**Run 1: clock distribution**

(10 px per um)
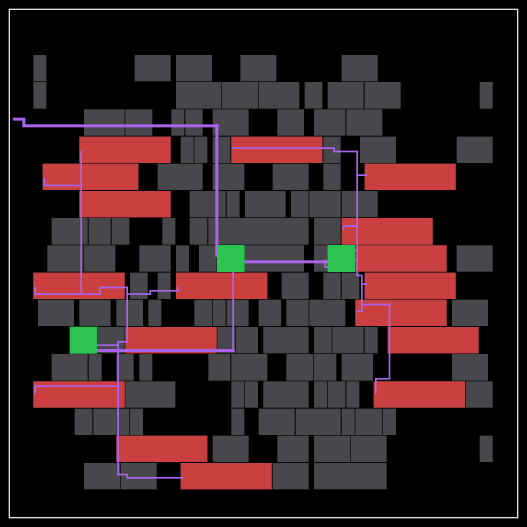
**Run 1: wires at chosen ports, followed through buffers**

(10 px per um)
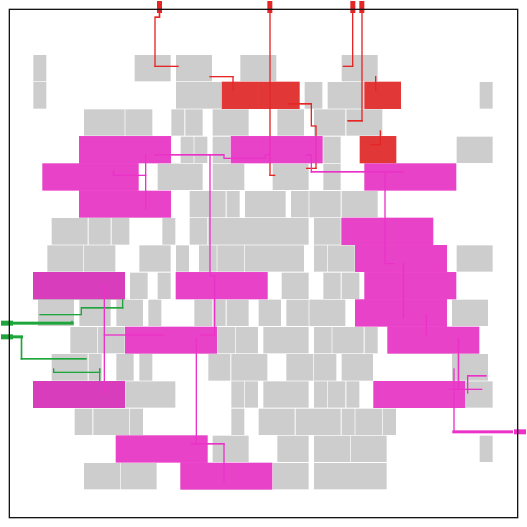
**Run 1: clock nets**

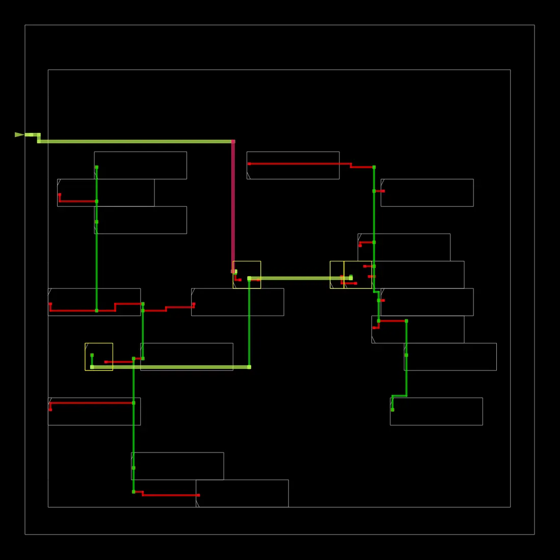
<file path="src/rtl/mariam_updown_pkg.sv">
// Shared types and constants for the two-requester up/down counter scheduler.
package mariam_updown_pkg;

   typedef enum logic [1:0] {
      ST_IDLE = 2'd0,
      ST_RUN  = 2'd1,
      ST_DONE = 2'd2
   } state_e;

   localparam int   NREQ     = 2;
   localparam logic DIR_UP   = 1'b0;
   localparam logic DIR_DOWN = 1'b1;

   // Round-robin pick between two requesters. On a tie the one that was not
   // granted last wins; a lone requester always wins.
   function automatic logic rr_pick(input logic [1:0] req, input logic last);
      if (req == 2'b11) begin
         return ~last;
      end
      return req[1];
   endfunction

endpackage

</file>
<file path="src/rtl/mariam_updown_step_counter.sv">
// Wrapping up/down counter advanced one step per enabled cycle; clear wins over a step.
module mariam_updown_step_counter
   import mariam_updown_pkg::*;
#(
   parameter int WIDTH = 4
)
(
   input  logic             clk,
   input  logic             reset_n,
   input  logic             en,
   input  logic             dir,
   input  logic             clr,
   output logic [WIDTH-1:0] value
);

   logic [WIDTH-1:0] value_q;
   logic [WIDTH-1:0] value_d;

   // Next value: clear, single step up/down (modulo 2^WIDTH), or hold.
   always_comb begin
      value_d = value_q;
      if (clr) begin
         value_d = '0;
      end else if (en) begin
         case (dir)
            DIR_UP:   value_d = value_q + WIDTH'(1);
            DIR_DOWN: value_d = value_q - WIDTH'(1);
            default:  value_d = value_q;
         endcase
      end
   end

   // Counter register.
   always_ff @(posedge clk or negedge reset_n) begin
      if (!reset_n) begin
         value_q <= '0;
      end else begin
         value_q <= value_d;
      end
   end

   assign value = value_q;

endmodule

</file>
<file path="src/rtl/mariam_updown_sched.sv">
// Round-robin scheduler granting one of two requesters a burst of single
// up/down steps on a shared counter, with abort on request drop.
module mariam_updown_sched
   import mariam_updown_pkg::*;
#(
   parameter int WIDTH = 4,
   parameter int LEN_W = 4
)
(
   input  logic             clk,
   input  logic             reset_n,
   input  logic [1:0]       req,
   input  logic [1:0]       dir,
   input  logic [LEN_W-1:0] len0,
   input  logic [LEN_W-1:0] len1,
   input  logic             clr,
   output logic [1:0]       gnt,
   output logic [1:0]       done,
   output logic             busy,
   output logic [WIDTH-1:0] counter,
   output logic [WIDTH-1:0] io_oeb
);

   state_e            state_q, state_d;
   logic [NREQ-1:0]   gnt_q, gnt_d;
   logic [NREQ-1:0]   done_q, done_d;
   logic              owner_q, owner_d;
   logic              last_q, last_d;
   logic              dir_q, dir_d;
   logic [LEN_W-1:0]  rem_q, rem_d;
   logic              step_en;
   logic              cnt_clr;
   logic              winner;

   assign winner = rr_pick(req, last_q);

   // FSM next state, arbitration, burst latching and step sequencing.
   always_comb begin
      state_d = state_q;
      gnt_d   = gnt_q;
      done_d  = '0;
      owner_d = owner_q;
      last_d  = last_q;
      dir_d   = dir_q;
      rem_d   = rem_q;
      step_en = 1'b0;
      cnt_clr = 1'b0;
      case (state_q)
         ST_IDLE: begin
            gnt_d = '0;
            if (clr) begin
               // Clear beats any pending request; arbitration waits a cycle.
               cnt_clr = 1'b1;
            end else if (|req) begin
               owner_d        = winner;
               last_d         = winner;
               dir_d          = dir[winner];
               rem_d          = winner ? len1 : len0;
               gnt_d[winner]  = 1'b1;
               state_d        = ST_RUN;
            end
         end
         ST_RUN: begin
            if (!req[owner_q]) begin
               // Abort: steps already taken stay, no completion pulse.
               state_d = ST_IDLE;
               gnt_d   = '0;
            end else if (rem_q == '0) begin
               // Zero-length burst completes without touching the counter.
               state_d         = ST_DONE;
               done_d[owner_q] = 1'b1;
            end else begin
               step_en = 1'b1;
               rem_d   = rem_q - LEN_W'(1);
               // Raise done together with the last step so both land in the same cycle.
               if (rem_q == LEN_W'(1)) begin
                  state_d         = ST_DONE;
                  done_d[owner_q] = 1'b1;
               end
            end
         end
         ST_DONE: begin
            state_d = ST_IDLE;
            gnt_d   = '0;
         end
         default: begin
            state_d = ST_IDLE;
            gnt_d   = '0;
         end
      endcase
   end

   // Control and burst-context registers.
   always_ff @(posedge clk or negedge reset_n) begin
      if (!reset_n) begin
         state_q <= ST_IDLE;
         gnt_q   <= '0;
         done_q  <= '0;
         owner_q <= 1'b0;
         last_q  <= 1'b1;
         dir_q   <= DIR_UP;
         rem_q   <= '0;
      end else begin
         state_q <= state_d;
         gnt_q   <= gnt_d;
         done_q  <= done_d;
         owner_q <= owner_d;
         last_q  <= last_d;
         dir_q   <= dir_d;
         rem_q   <= rem_d;
      end
   end

   mariam_updown_step_counter #(
      .WIDTH (WIDTH)
   ) u_step_counter (
      .clk     (clk),
      .reset_n (reset_n),
      .en      (step_en),
      .dir     (dir_q),
      .clr     (cnt_clr),
      .value   (counter)
   );

   assign gnt    = gnt_q;
   assign done   = done_q;
   assign busy   = (state_q != ST_IDLE);
   assign io_oeb = '0;

endmodule
</file>
<file path="config.mk">
export PLATFORM = sky130hd
export DESIGN_NAME = mariam_updown_sched
export DESIGN_NICKNAME = d
export VERILOG_FILES = /design/src/rtl/mariam_updown_pkg.sv /design/src/rtl/mariam_updown_step_counter.sv /design/src/rtl/mariam_updown_sched.sv
export SDC_FILE = /design/constraint.sdc
export NUM_CORES = 1
export LEC_CHECK = 0
export CORE_MARGIN = 2
export CORE_UTILIZATION = 47
export CTS_CLUSTER_SIZE = 8
export DETAILED_ROUTE_END_ITERATION = 7
export PLACE_DENSITY = 0.78
export SYNTH_ARGS = -nofsm -noshare
export SYNTH_HDL_FRONTEND = slang
export SYNTH_SLANG_ARGS = --single-unit
</file>
<file path="constraint.sdc">
create_clock -name clk -period 2.22 [get_ports clk]
set_clock_uncertainty 0.2 [all_clocks]
set_input_delay 0.333 -clock clk [delete_from_list [all_inputs] [get_ports clk]]
set_output_delay 0.333 -clock clk [all_outputs]
set_load 0.01 [all_outputs]
</file>
==> results.toml, run 1 <==
# synthesis and place-and-route metrics
[clock_tree]
cts.hold.buffers_added = 0
tritoncts = "built"
cts_root_buf = "clkbuf_4"
clk_path_buf_depth = 2

[synthesis]
simple_gate_area_share_pct = 15.8
synth_area_per_cell_um2 = 10.4
top_cell_area_share_pct = 39.1
synthFlopType = "dfrtp_1"
yosysWarningCount = 0
synth_chip_area_um2 = 1020
edf_count = 0
netlist-cell-type-count = 33

[job]
maxCapViolCount = 0
warnings = 27

[cells_and_area]
largest_cell_class = "logic gates"
lay_top_count = "clkdlybuf4s50_1"
buf_share_pct = 21.1
fin_cells = 158

[floorplanning]
rows = 16
fp.dieH_um = 50.7
coreArea_um2 = 2000

[timing]
rsz0062_at_grt = "false"
period_minus_slack_ns = 2.04
slew_headroom_pct = 66.0
timing.final.ws_setup_ns = 0.185

[run_status]
outcome = "finished clean"

[setup_path]
crit_path_max_fanout = 5
crit_family = "buffers and inverters"
rrSetupSlack_ns = 0.22
rr_worst_depth = 5

[pwr]
comb_power_w = 0.000890

[global_routing]
groute.usage.overall_pct = 19.1

[placed_design]
place_area_um2 = 1320
placed_cells = 154

[routing]
avgRoutedWirePerCell_um = 13.2
wl_met1_um = 908
Notes on 'clock distribution' above:
legend:
  red:
    item: flip-flops
    count: 17
  purple:
    item: clock wires
    length: 195 um
  green:
    item: clock-net drivers
    count: 3
routed clock nets: 4

Notes on 'wires at chosen ports, followed through buffers' above:
legend:
  magenta:
    port: reset_n
    direction: input
    end_cells: 17
    buffers: 2
    wire: 128 um
  green:
    port: gnt
    direction: output
    end_cells: 2
    buffers: 2
    wire: 35.9 um
  red:
    port: len1
    direction: input
    end_cells: 4
    buffers: 4
    wire: 60.9 um
# IOs: 28
I/O Buffers: 23

Notes on 'clock nets' above:
# clk buffers: 4
CTS Buf Count: 3
CTS Sinks: 17
clk_lat worst skew: 0.29 ns
FFs & Latches: 17

**Run 1: the metal 3 layer**

(8 px per um) Cells faint in the background.
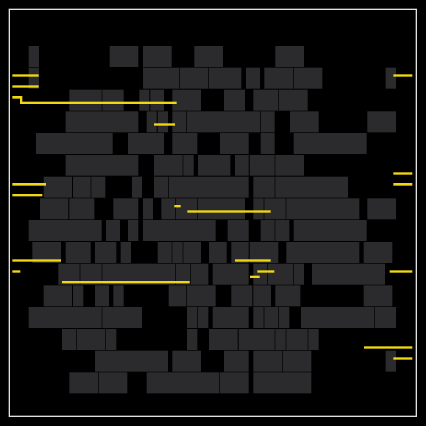

==> run 2, diff against run 1 <==
MAX_ROUTING_LAYER = met4   (was unset)
SKIP_LAST_GASP = 1   (was unset)
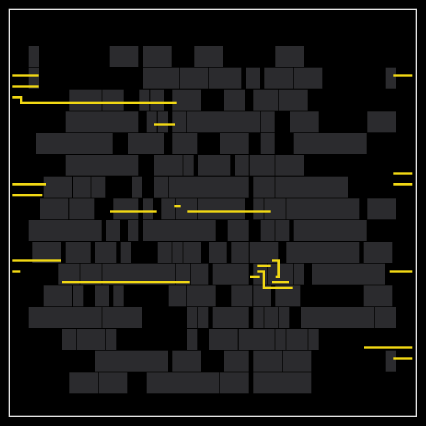
**Above:** run 2 (the metal 3 layer).
(8 px per um) Cells faint in the background.
share of all routed wire: 5.0%
wire length on this layer: 104 um
longest straight run: 19.3 um
nets with wire on the layer: 21

==> run 2 against run 1 <==
Net effect:
- critical path depth unchanged
- global-route usage up 0.65 points
- area after synthesis unchanged
- register-to-register slack about the same
- total power about the same
- flip-flop count unchanged
- fmax about the same
- final area unchanged
- worst hold slack better by 0.0010 ns
- non-clock buffer count unchanged
- cell count unchanged
- largest power group unchanged
==> results.toml, run 2 <==
# synthesis and place-and-route metrics
[clock_tree]
cts_root_buf = "clkbuf_4"
clk_latency_ns = 0.29
tritoncts = "built"
clk_path_buf_depth = 2

[cells_and_area]
fin_cells = 158
ff_count = 17
lay_top_count = "clkdlybuf4s50_1"
buf_share_pct = 21.1
largest_cell_class = "logic gates"

[floorplanning]
fp.dieH_um = 50.7
ios = 28
coreArea_um2 = 2000

[placed_design]
placed_cells = 154
place_area_um2 = 1320
io_buffers = 23

[pwr]
comb_power_w = 0.000890

[routing]
avgRoutedWirePerCell_um = 13.2
wl_met1_um = 902

[run_status]
outcome = "finished clean"

[timing]
period_minus_slack_ns = 2.03
slew_headroom_pct = 66.0
rsz0062_at_grt = "false"

[setup_path]
crit_family = "buffers and inverters"
rr_worst_depth = 5
crit_path_max_fanout = 5
rrSetupSlack_ns = 0.22

[synthesis]
synth_area_per_cell_um2 = 10.4
simple_gate_area_share_pct = 15.8
synth_chip_area_um2 = 1020
synthFlopType = "dfrtp_1"
yosysWarningCount = 0
netlist-cell-type-count = 33
edf_count = 0
Power figures rest on the tool's default switching activity, not on a simulated workload.
